`src/rtl/pc_sequencer.sv`:
```
// PC register and fetch/execute sequencer: BOOT -> FETCH -> EXEC loop with HALT/ERROR traps.
// All outputs come from registered state; an instruction takes at least 2 cycles.
module pc_sequencer #(
  parameter logic [31:0] RESET_PC    = 32'h0000_0000,
  parameter logic [5:0]  HALT_OPCODE = 6'b111111
) (
  input  logic        CLK,
  input  logic        Reset,
  input  logic [1:0]  PCSrc,
  input  logic [31:0] PCPlus4,
  input  logic [31:0] branchPC,
  input  logic [31:0] jmpPC,
  input  logic [31:0] jrTarget,
  input  logic [5:0]  opcode,
  input  logic        stall,
  input  logic        imemReady,
  output logic [31:0] oldPC,
  output logic        imemReq,
  output logic        instrValid,
  output logic        halted,
  output logic        misaligned,
  output logic [31:0] instret
);

  typedef enum logic [2:0] {
    BOOT  = 3'd0,
    FETCH = 3'd1,
    EXEC  = 3'd2,
    HALT  = 3'd3,
    ERROR = 3'd4
  } state_t;

  state_t      state_q;
  logic [31:0] pc_q;
  logic [31:0] instret_q;
  logic        imem_req_q;
  logic        instr_valid_q;
  logic        halted_q;
  logic        misaligned_q;
  logic [31:0] next_pc_d;

  always_comb begin
    next_pc_d = PCPlus4;
    case (PCSrc)
      2'b00:   next_pc_d = PCPlus4;
      2'b01:   next_pc_d = branchPC;
      2'b10:   next_pc_d = jmpPC;
      default: next_pc_d = jrTarget;
    endcase
  end

  // Flag outputs are registered alongside the state so they never see an input combinationally.
  always_ff @(posedge CLK or negedge Reset) begin
    if (!Reset) begin
      state_q       <= BOOT;
      pc_q          <= RESET_PC;
      instret_q     <= 32'd0;
      imem_req_q    <= 1'b0;
      instr_valid_q <= 1'b0;
      halted_q      <= 1'b0;
      misaligned_q  <= 1'b0;
    end else begin
      case (state_q)
        BOOT: begin
          state_q    <= FETCH;
          imem_req_q <= 1'b1;
        end
        FETCH: begin
          if (imemReady) begin
            state_q       <= EXEC;
            imem_req_q    <= 1'b0;
            instr_valid_q <= 1'b1;
          end
        end
        EXEC: begin
          if (stall) begin
            state_q <= EXEC;
          end else if (opcode == HALT_OPCODE) begin
            state_q       <= HALT;
            instr_valid_q <= 1'b0;
            halted_q      <= 1'b1;
          end else if (next_pc_d[1:0] != 2'b00) begin
            state_q       <= ERROR;
            instr_valid_q <= 1'b0;
            halted_q      <= 1'b1;
            misaligned_q  <= 1'b1;
          end else begin
            state_q       <= FETCH;
            pc_q          <= next_pc_d;
            instret_q     <= instret_q + 32'd1;
            instr_valid_q <= 1'b0;
            imem_req_q    <= 1'b1;
          end
        end
        HALT, ERROR: begin
          state_q <= state_q;
        end
        default: begin
          state_q       <= ERROR;
          imem_req_q    <= 1'b0;
          instr_valid_q <= 1'b0;
          halted_q      <= 1'b1;
          misaligned_q  <= 1'b1;
        end
      endcase
    end
  end

  assign oldPC      = pc_q;
  assign imemReq    = imem_req_q;
  assign instrValid = instr_valid_q;
  assign halted     = halted_q;
  assign misaligned = misaligned_q;
  assign instret    = instret_q;

endmodule

```
`config.mk`:
```
export PLATFORM = sky130hd
export DESIGN_NAME = pc_sequencer
export DESIGN_NICKNAME = d
export VERILOG_FILES = /design/src/rtl/pc_sequencer.sv
export SDC_FILE = /design/constraint.sdc
export NUM_CORES = 1
export LEC_CHECK = 0
export ABC_AREA = 1
export ABC_CLOCK_PERIOD_IN_PS = 1800
export CORE_MARGIN = 3
export CORE_UTILIZATION = 42
export DETAILED_ROUTE_END_ITERATION = 7
export PLACE_DENSITY_LB_ADDON = 0.08
export SYNTH_ARGS = -nofsm -noshare
export SYNTH_HDL_FRONTEND = slang
export SYNTH_SLANG_ARGS = --single-unit
export TNS_END_PERCENT = 20
```
`constraint.sdc`:
```
create_clock -name CLK -period 1.8 [get_ports CLK]
set_input_delay 0.27 -clock CLK [delete_from_list [all_inputs] [get_ports CLK]]
set_output_delay 0.27 -clock CLK [all_outputs]
set_load 0.005 [all_outputs]
```
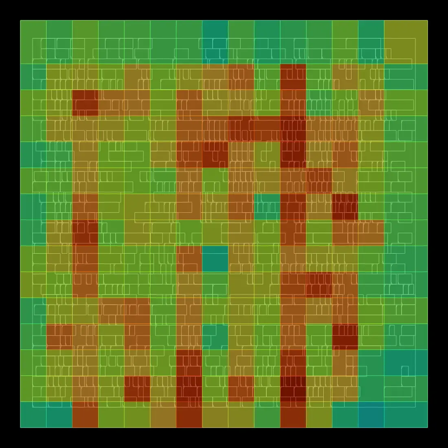
(track usage over the die)
GR Util met1: 0.302
routed length per placed instance: 14.1 um
GR Layer Usage met2: 0.451
grt met3 use: 0.0645

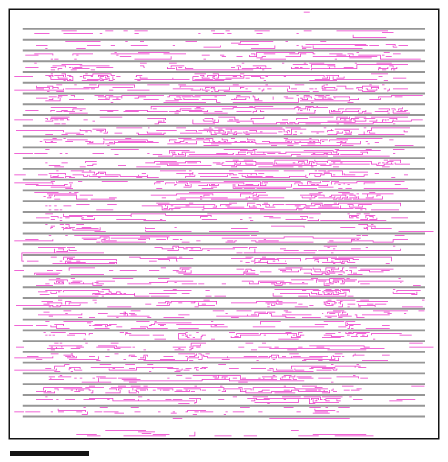
(M1 wires)
Bar = 20 um. Supply wires on this layer in grey.
- share of all routed wire: 40%
- wire length on this layer: 5830 um
total vias in the final route: 5064
final routed wirelength across all metal layers: 14.5 mm

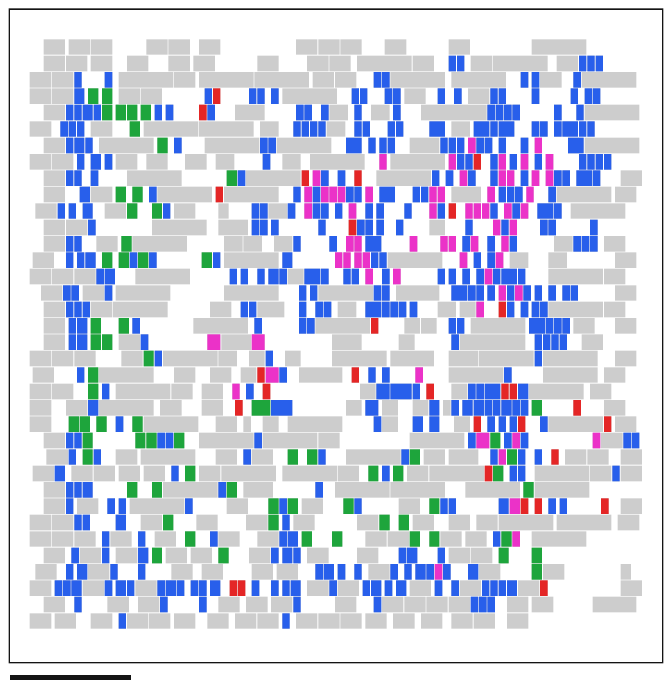
(logic cells by family)
Bar = 20 um.
- NAND gates: blue (cells 401; most used nand2_1; where all over the die)
- inverting AOI/OAI gates: green (cells 68; most used a21oi_1; where all over the die)
- NOR gates: magenta (cells 63; most used nor2_1)
- inverters: red (cells 29; most used inv_1)
most common logic cell in the routed design: sky130_fd_sc_hd__nand2_1
logic share of the area: 0.342

==> results.json <==
{
  "multiInputCombCellCount": 548,
  "drt_pass1_iterations": 5,
  "synth.top_cells.by_area": "sky130_fd_sc_hd__dfrtp_1 41%, sky130_fd_sc_hd__nand2_1 29%, sky130_fd_sc_hd__nor2_1 5.1%",
  "critical_path_at_ns": 1.47,
  "grt_pass1_wl_mm": 23.6,
  "yosys.cell_count.top_type": "sky130_fd_sc_hd__nand2_1",
  "flops": 71,
  "synth.cell_area_um2": 4380,
  "grt.total_usage": 0.255,
  "combPwrFrac": 0.152,
  "slew_headroom": 0.743,
  "whs_path_depth": 2,
  "ant_nets": 0,
  "p_sw_frac": 0.227,
  "ios": 208,
  "post-route-cell-area_um2": 6920,
  "dieWidth_um": 108,
  "warning_count": 26,
  "clock_power_share": 0.395,
  "fp-utilization": 0.440,
  "synth_adder_area_share": 0.00286,
  "number_of_global_route_vias_before_repair": 5113,
  "dr.max_layer_used": "met4",
  "worst_r2r_endpoint": "instret[16]",
  "floorplan.rows": 36,
  "worst_hold_slack_ns": 0.464,
  "biggest_area_consumer_among_cell_classes": "combinational gates",
  "io_buffers": 207,
  "antenna_found_initial": 0,
  "synthToLayoutAreaGrowth_pct": 57.9,
  "power_per_cell_area_nw_per_um2": 508,
  "final_cycle_share": 0.964,
  "combinationalPower_w": 0.000533,
  "unrepaired_setup_endpoints_after_global_routing": "false",
  "finish.utilization": 0.695,
  "num-nets-final": 1029,
  "synth.top_cell.area_share": 0.405,
  "crit_end": "instret[0]",
  "dominantRegCellSynth": "sky130_fd_sc_hd__dfrtp_1",
  "numCtsBuffers": 9,
  "post_synth_ao_oa_area_fraction": 0.0785,
  "synth.cellmix.xorXnorShare": 0.0300,
  "synth.avg_cell_area_um2": 6.51,
  "clock_sink_count": 71,
  "root_buffer": "sky130_fd_sc_hd__clkbuf_8",
  "yosys.cell_types.count": 24,
  "num-clock-buffers": 11,
  "met2_length_mm": 7.23,
  "hold_path_startpoint": "misaligned",
  "vdd_drop_max_mv": 0.442,
  "inverters_excl_clock": 29,
  "critPathMaxFanout": 5,
  "hold_path_end": "misaligned",
  "ys_warn_count": 0,
  "net-switching-power_w": 0.000799,
  "most-common-layout-cells": "341 x sky130_fd_sc_hd__nand2_1, 206 x sky130_fd_sc_hd__clkdlybuf4s50_1, 71 x sky130_fd_sc_hd__dfrtp_1, 58 x sky130_fd_sc_hd__nor2_1, 40 x sky130_fd_sc_hd__nand3_1",
  "post_cts.repair.setup_buffers": 0,
  "clock_buf_inv_share": 0.0309,
  "num-nonclk-buffers": 229,
  "static-leakage-power_nw": 3.12,
  "synthMuxAreaShare": 0,
  "synth.yosys.num_cells": 673,
  "design.core.area_um2": 9950,
  "share_of_the_final_layout_cell_area_in_sequential_cells": 0.257,
  "cts-hold-fix-buffers": 1,
  "setup_viol": 0,
  "detailed_place.area_um2": 6700,
  "timing.critical_path.from_type": "register",
  "grt.overflow.total": 0,
  "fill_cells": 853,
  "timing.setup.critical_path_class": "register to primary output",
  "logic_area_um2": 2370,
  "final_period_minus_worst_setup_slack_ns": 1.74,
  "critical_path_depth": 2,
  "heaviest_power_group": "registers",
  "crit-reg2reg-launch": "instret[0]",
  "avgViaCountPerCell": 4.94,
  "clockBufferDepth": 2,
  "crit_path_cell_trace": "buf_4 -> clkdlybuf4s50_1",
  "reg2reg_slack_ns": 0.22,
  "pg_clk_w": 0.00139,
  "design.die.area_um2": 11700,
  "postSynth.asyncResetShare": 1.00,
  "top_logic_kind": "simple AND/OR/NAND/NOR gates",
  "remaining_drc_errors": 0,
  "synth_seq_share": 0.405,
  "clock_insertion_delay_worst_skew_ns": 0.34,
  "critical_path.top_delay_family": "buffers and inverters",
  "final-nonclk-buf-share": 0.330,
  "simple_gate_share": 0.428,
  "top_area_cell": "sky130_fd_sc_hd__dfrtp_1",
  "max_cap_viol_count": 0,
  "dp.cells": 1009,
  "cts.htree.levels": 3,
  "worst_setup_hold_path_clk_slew_ns": 0.08,
  "worst_r2r_path_depth": 8,
  "number_of_synthesized_flops_with_an_enable_pin": 0,
  "worstSetupStartpoint": "instret[0]",
  "power.sequential.fraction": 0.453,
  "die_height_um": 108,
  "critical_path_required_time_ns": 1.53,
  "place_hpwl_mm": 11.5,
  "outcome": "completed",
  "timing.critical_path.slowest_stage_cell": "sky130_fd_sc_hd__clkdlybuf4s50_1",
  "post_cts_resize_count": 0,
  "total_power_w": 0.00352,
  "postSynthCellCount": 673,
  "worst_hold_path_type": "register to register",
  "maximum_number_of_pins_on_one_net_before_global_route_repair": 72,
  "max_clock_freq_mhz": 576,
  "netlist_top_cells_count": "341 x sky130_fd_sc_hd__nand2_1, 71 x sky130_fd_sc_hd__dfrtp_1, 60 x sky130_fd_sc_hd__nor2_1",
  "setup-tns-final_ns": 0,
  "drt-initial-drc-count": 297,
  "drive_gt1_frac": 0.0504,
  "internal_power_w": 0.00272,
  "insertedDiodeCount": 0,
  "final_cell_count_no_fill": 1026,
  "route.met3.wl_mm": 1.15,
  "pg_seq_w": 0.00159,
  "number_of_slew_limit_violations_in_the_final_report": 0,
  "syn_nets": 814,
  "cts_tree": "built",
  "critical_path.endpoint_type": "primary output"
}
Power and IR drop assume default switching activity.
